`src/rtl/rrf_commit_ctrl.sv`:
```
// ============================================================================
// rrf_commit_ctrl
// ----------------------------------------------------------------------------
// In-order commit controller for the rename register file (RRF). Each cycle
// it looks at the oldest one or two in-flight entries (at comptr and
// comptr+1) and decides how many of them retire. It advances the commit
// pointer by that amount. A committed halt stops all further commits until
// reset.
//
// Build option:
//   RRF_COMMIT_DUAL_EN  defined   -> up to two commits per cycle
//                       undefined -> single commit per cycle; slot 2 inputs
//                                    (fin2, st2, halt2) are ignored and
//                                    com2_en is tied low
//
// Parameters:
//   RRF_NUM      number of RRF entries (power of two)
//   RRF_SEL      tag width, log2(RRF_NUM)
//
// Ports:
//   clk          clock, rising edge
//   reset        asynchronous active-low reset
//   freenum      free-entry count from the freelist manager (0..RRF_NUM)
//   prmiss       branch-mispredict flush strobe; blocks commit this cycle
//   fin1/fin2    finished bits of the entries at comptr / comptr+1
//   st1/st2      entry at comptr / comptr+1 is a store
//   halt1/halt2  entry at comptr / comptr+1 is a halt
//   stbuf_ready  store buffer can take one store commit this cycle
//   comnum       number of entries committed this cycle (0..2), combinational
//   com1_en      slot 1 commits this cycle, combinational
//   com2_en      slot 2 commits this cycle, combinational
//   st_commit    one store is released to the store buffer this cycle
//   comptr       registered tag of the oldest uncommitted entry
//   halted       registered, high once a halt has committed
// ============================================================================
module rrf_commit_ctrl #(
    parameter int RRF_NUM = 64,
    parameter int RRF_SEL = 6
) (
    input  logic               clk,
    input  logic               reset,
    input  logic [RRF_SEL:0]   freenum,
    input  logic               prmiss,
    input  logic               fin1,
    input  logic               fin2,
    input  logic               st1,
    input  logic               st2,
    input  logic               halt1,
    input  logic               halt2,
    input  logic               stbuf_ready,
    output logic [1:0]         comnum,
    output logic               com1_en,
    output logic               com2_en,
    output logic               st_commit,
    output logic [RRF_SEL-1:0] comptr,
    output logic               halted
);

    // ------------------------------------------------------------------------
    // Controller state
    // ------------------------------------------------------------------------
    typedef enum logic [1:0] {
        ST_IDLE   = 2'd0,
        ST_RUN    = 2'd1,
        ST_HALTED = 2'd2
    } state_e;

    localparam logic [RRF_SEL:0] RRF_NUM_W = (RRF_SEL + 1)'(RRF_NUM);
    localparam logic [RRF_SEL:0] TWO_W     = (RRF_SEL + 1)'(2);

    state_e             state_q,  state_d;
    logic [RRF_SEL-1:0] comptr_q, comptr_d;
    logic               halted_q, halted_d;

    // ------------------------------------------------------------------------
    // Occupancy
    // ------------------------------------------------------------------------
    // The freelist reports free entries; the in-flight count is the rest.
    // Kept one bit wider than a tag so a completely full RRF is representable.
    logic [RRF_SEL:0] used;
    logic             has_one;
    logic             has_two;

    assign used    = RRF_NUM_W - freenum;
    assign has_one = (used != '0);
    assign has_two = (used >= TWO_W);

    // ------------------------------------------------------------------------
    // Commit qualification
    // ------------------------------------------------------------------------
    // Gating on reset as well as state keeps the combinational outputs low
    // for the whole time reset is held, not just from the next clock.
    // A mispredict freezes commit because the freelist reads comptr that
    // cycle to rebuild its state.
    logic commit_window;
    logic slot1_ok;
    logic slot2_ok;
    logic halt_commit;

    assign commit_window = (state_q == ST_RUN) && reset && !prmiss;

    // Slot 1 needs a finished entry and, if it is a store, room in the
    // store buffer.
    assign slot1_ok = commit_window && has_one && fin1 &&
                      (!st1 || stbuf_ready);

`ifdef RRF_COMMIT_DUAL_EN
    // Slot 2 retires only behind slot 1. A halt in slot 1 must be the last
    // thing committed, and the store buffer takes at most one store per
    // cycle, so two stores can never retire together.
    assign slot2_ok = slot1_ok && has_two && fin2 && !halt1 &&
                      !(st1 && st2) && (!st2 || stbuf_ready);

    assign halt_commit = (slot1_ok && halt1) || (slot2_ok && halt2);
`else
    // Single-commit build: the second slot never retires and its inputs
    // are intentionally left unobserved.
    logic unused_slot2;

    assign unused_slot2 = fin2 ^ st2 ^ halt2;
    assign slot2_ok     = 1'b0;
    assign halt_commit  = slot1_ok && halt1;
`endif

    // ------------------------------------------------------------------------
    // Commit outputs
    // ------------------------------------------------------------------------
    assign com1_en   = slot1_ok;
    assign com2_en   = slot2_ok;
    assign comnum    = {1'b0, slot1_ok} + {1'b0, slot2_ok};
    assign st_commit = (slot1_ok && st1) || (slot2_ok && st2);

    // ------------------------------------------------------------------------
    // Next-state logic
    // ------------------------------------------------------------------------
    // NOTE: every variable driven here gets a default before the case, so
    // no path leaves one unassigned and no latch is inferred.
    always_comb begin
        state_d  = state_q;
        comptr_d = comptr_q;
        halted_d = halted_q;

        case (state_q)
            ST_IDLE: begin
                // One settling cycle after reset before any commit.
                state_d = ST_RUN;
            end

            ST_RUN: begin
                // RRF_NUM is a power of two, so truncating the sum to a
                // tag width gives the modulo wrap (RRF_NUM-1 + 1 -> 0).
                comptr_d = comptr_q + RRF_SEL'(comnum);
                if (halt_commit) begin
                    state_d  = ST_HALTED;
                    halted_d = 1'b1;
                end
            end

            ST_HALTED: begin
                // Terminal until reset; nothing commits, comptr holds.
                state_d  = ST_HALTED;
                halted_d = 1'b1;
            end

            default: begin
                // Unused encoding: fall back to a safe non-committing state.
                state_d  = ST_IDLE;
                halted_d = 1'b0;
            end
        endcase
    end

    // ------------------------------------------------------------------------
    // State registers
    // ------------------------------------------------------------------------
    // NOTE: non-blocking assignments so every register samples the values
    // from before this edge, independent of statement order.
    always_ff @(posedge clk or negedge reset) begin
        if (!reset) begin
            state_q  <= ST_IDLE;
            comptr_q <= '0;
            halted_q <= 1'b0;
        end else begin
            state_q  <= state_d;
            comptr_q <= comptr_d;
            halted_q <= halted_d;
        end
    end

    assign comptr = comptr_q;
    assign halted = halted_q;

endmodule

```
`config.mk`:
```
export PLATFORM = sky130hd
export DESIGN_NAME = rrf_commit_ctrl
export DESIGN_NICKNAME = d
export VERILOG_FILES = /design/src/rtl/rrf_commit_ctrl.sv
export SDC_FILE = /design/constraint.sdc
export NUM_CORES = 1
export LEC_CHECK = 0
export ABC_CLOCK_PERIOD_IN_PS = 2600
export CAP_MARGIN = 10
export CORE_MARGIN = 2
export CORE_UTILIZATION = 38
export DETAILED_ROUTE_END_ITERATION = 10
export MAX_ROUTING_LAYER = met4
export PLACE_DENSITY = 0.81
export SLEW_MARGIN = 0
export SYNTH_ARGS = -nofsm -noshare
export SYNTH_HDL_FRONTEND = slang
export SYNTH_SLANG_ARGS = --single-unit
```
`constraint.sdc`:
```
create_clock -name clk -period 2.6 [get_ports clk]
set_input_delay 0.39 -clock clk [delete_from_list [all_inputs] [get_ports clk]]
set_output_delay 0.39 -clock clk [all_outputs]
set_load 0.02 [all_outputs]
```
Metal 1:
The bar under the picture is 10 um long.
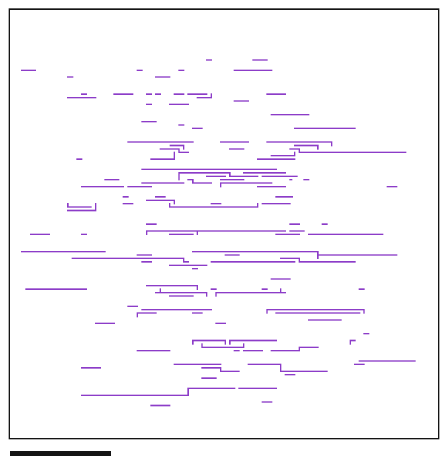
The layer holds 43% of the routed length. The layer carries 407 um of wire. The wires run mostly horizontal.

The metal 2 layer:
The bar under the picture is 10 um long.
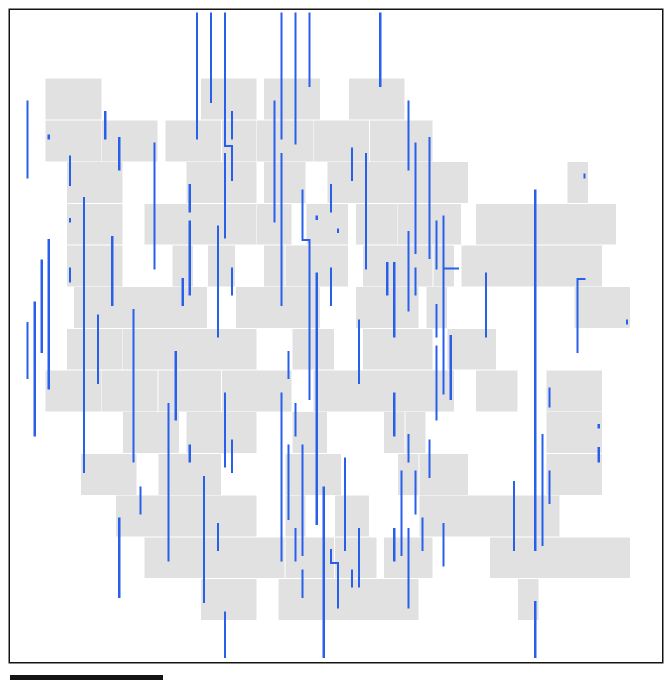
The layer holds 48% of the routed length. 81 nets have wire on it.

==> CHANGELOG.md <==
## Implementation

- Post-synthesis cell count from yosys: 45
- Psw: 0.000185 W
- Hold EP: comptr[5]$_DFFE_PN0N_
- MI comb area: 302 um2
- Initial antenna violation count: 0
- Post-DP Area: 806 um2
- Fraction of registers with async set or reset after synthesis: 1.00
- Core Util, Final: 0.618
- TAP cells: 15
- Pleak: 0.393 nW
- Diodes inserted: 0
- Cell family with most CP delay: buffers and inverters
- Register share of the cell area: 0.270
- Post-Synthesis Cells: 45
- Root Buffer: clkbuf_4
- Stages on the worst setup path: 4
- Fin nets: 94
- Bufs on Longest Clock Path: 2
- Int Pwr: 0.000371 W
- Clk pin slew, worst setup/hold paths: 0.06 ns
- Post-layout min period: 2.38 ns
- Proportion of power drawn by combinational gates: 0.454
- Top logic family: simple AND/OR/NAND/NOR gates
- Fill cell count: 121
- Heaviest power group: combinational logic
- Seq group: 0.000199 W
- Total grt overflow: 0
- EDFF count, synth: 0
- CP cell instances: clkdlybuf4s50_1 -> nand4b_4 -> a211oi_4 -> clkdlybuf4s50_1
- Pre-Place Util: 0.418
- Comb pwr: 0.000253 W
- Critical path peak fanout: 4
- Met1 usage: 0.163
- Residual DRC: 0
- Clock buffer cells: 4
- WL met1: 407 um
- Post_cts resized: 0
- Clock Power: 0.000105 W
- Data required time of the critical path: 2.21 ns
- Mux frac, synth: 0.0998
- # IOs: 29
- Setup bufs post-CTS: 0
- GP Congestion: 0.769
- Worst path slowest cell: clkdlybuf4s50_1
- Cell row count: 13
- Height of the die: 42.5 um
- Inverters: 2
- Number of global-route vias before repair: 430
- Reg-to-Reg End: comptr[1]$_DFFE_PN0N_
- Fin. Hold Viols: 0
- CP endpoint: com1_en
- WHS: 0.465 ns
- Place WS: 0.109 ns
- Status: finished clean
- Netlist cell types: 22
- Starting DRT DRC Count: 1
- HPWL after detailed placement: 862 um
- H-tree Lvls: 1
- Hold_sp: comptr[5]$_DFFE_PN0N_
- Worst Path Buf+Inv: 2
- Number of I/O port buffers: 23
- Met2 Usage GRT: 0.206
- Final Max Slew Viols: 0
- Final Setup Violations: 0
- Worst path max stage delay: 0.65 ns
- Power, Total: 0.000556 W
- TritonRoute pass-1 iters: 3
- Post-route cell area: 835 um2
- Power share of the sequential group: 0.357
- Logic Gate Count: 31
- Synth area leader: dfrtp_1
- Hold Path Depth: 1
- Syn Area/Cell: 12.5 um2
- Logic share of the area: 0.361
- Largest net degree at the start of global routing: 10
- Maxcap violations: 0
- Top area cell types: dfrtp_1, ha_1, mux2_1
- CP Launch Point: reset
- Layout cell share with drive strength beyond 1: 0.194
- Top-count cell post-synth: dfrtp_1
- Critical Path Source Type: input port
- Adder-cell share of the synthesized area: 0.0887
- Wire length per cell: 11.0 um
Power and IR drop assume default switching activity.
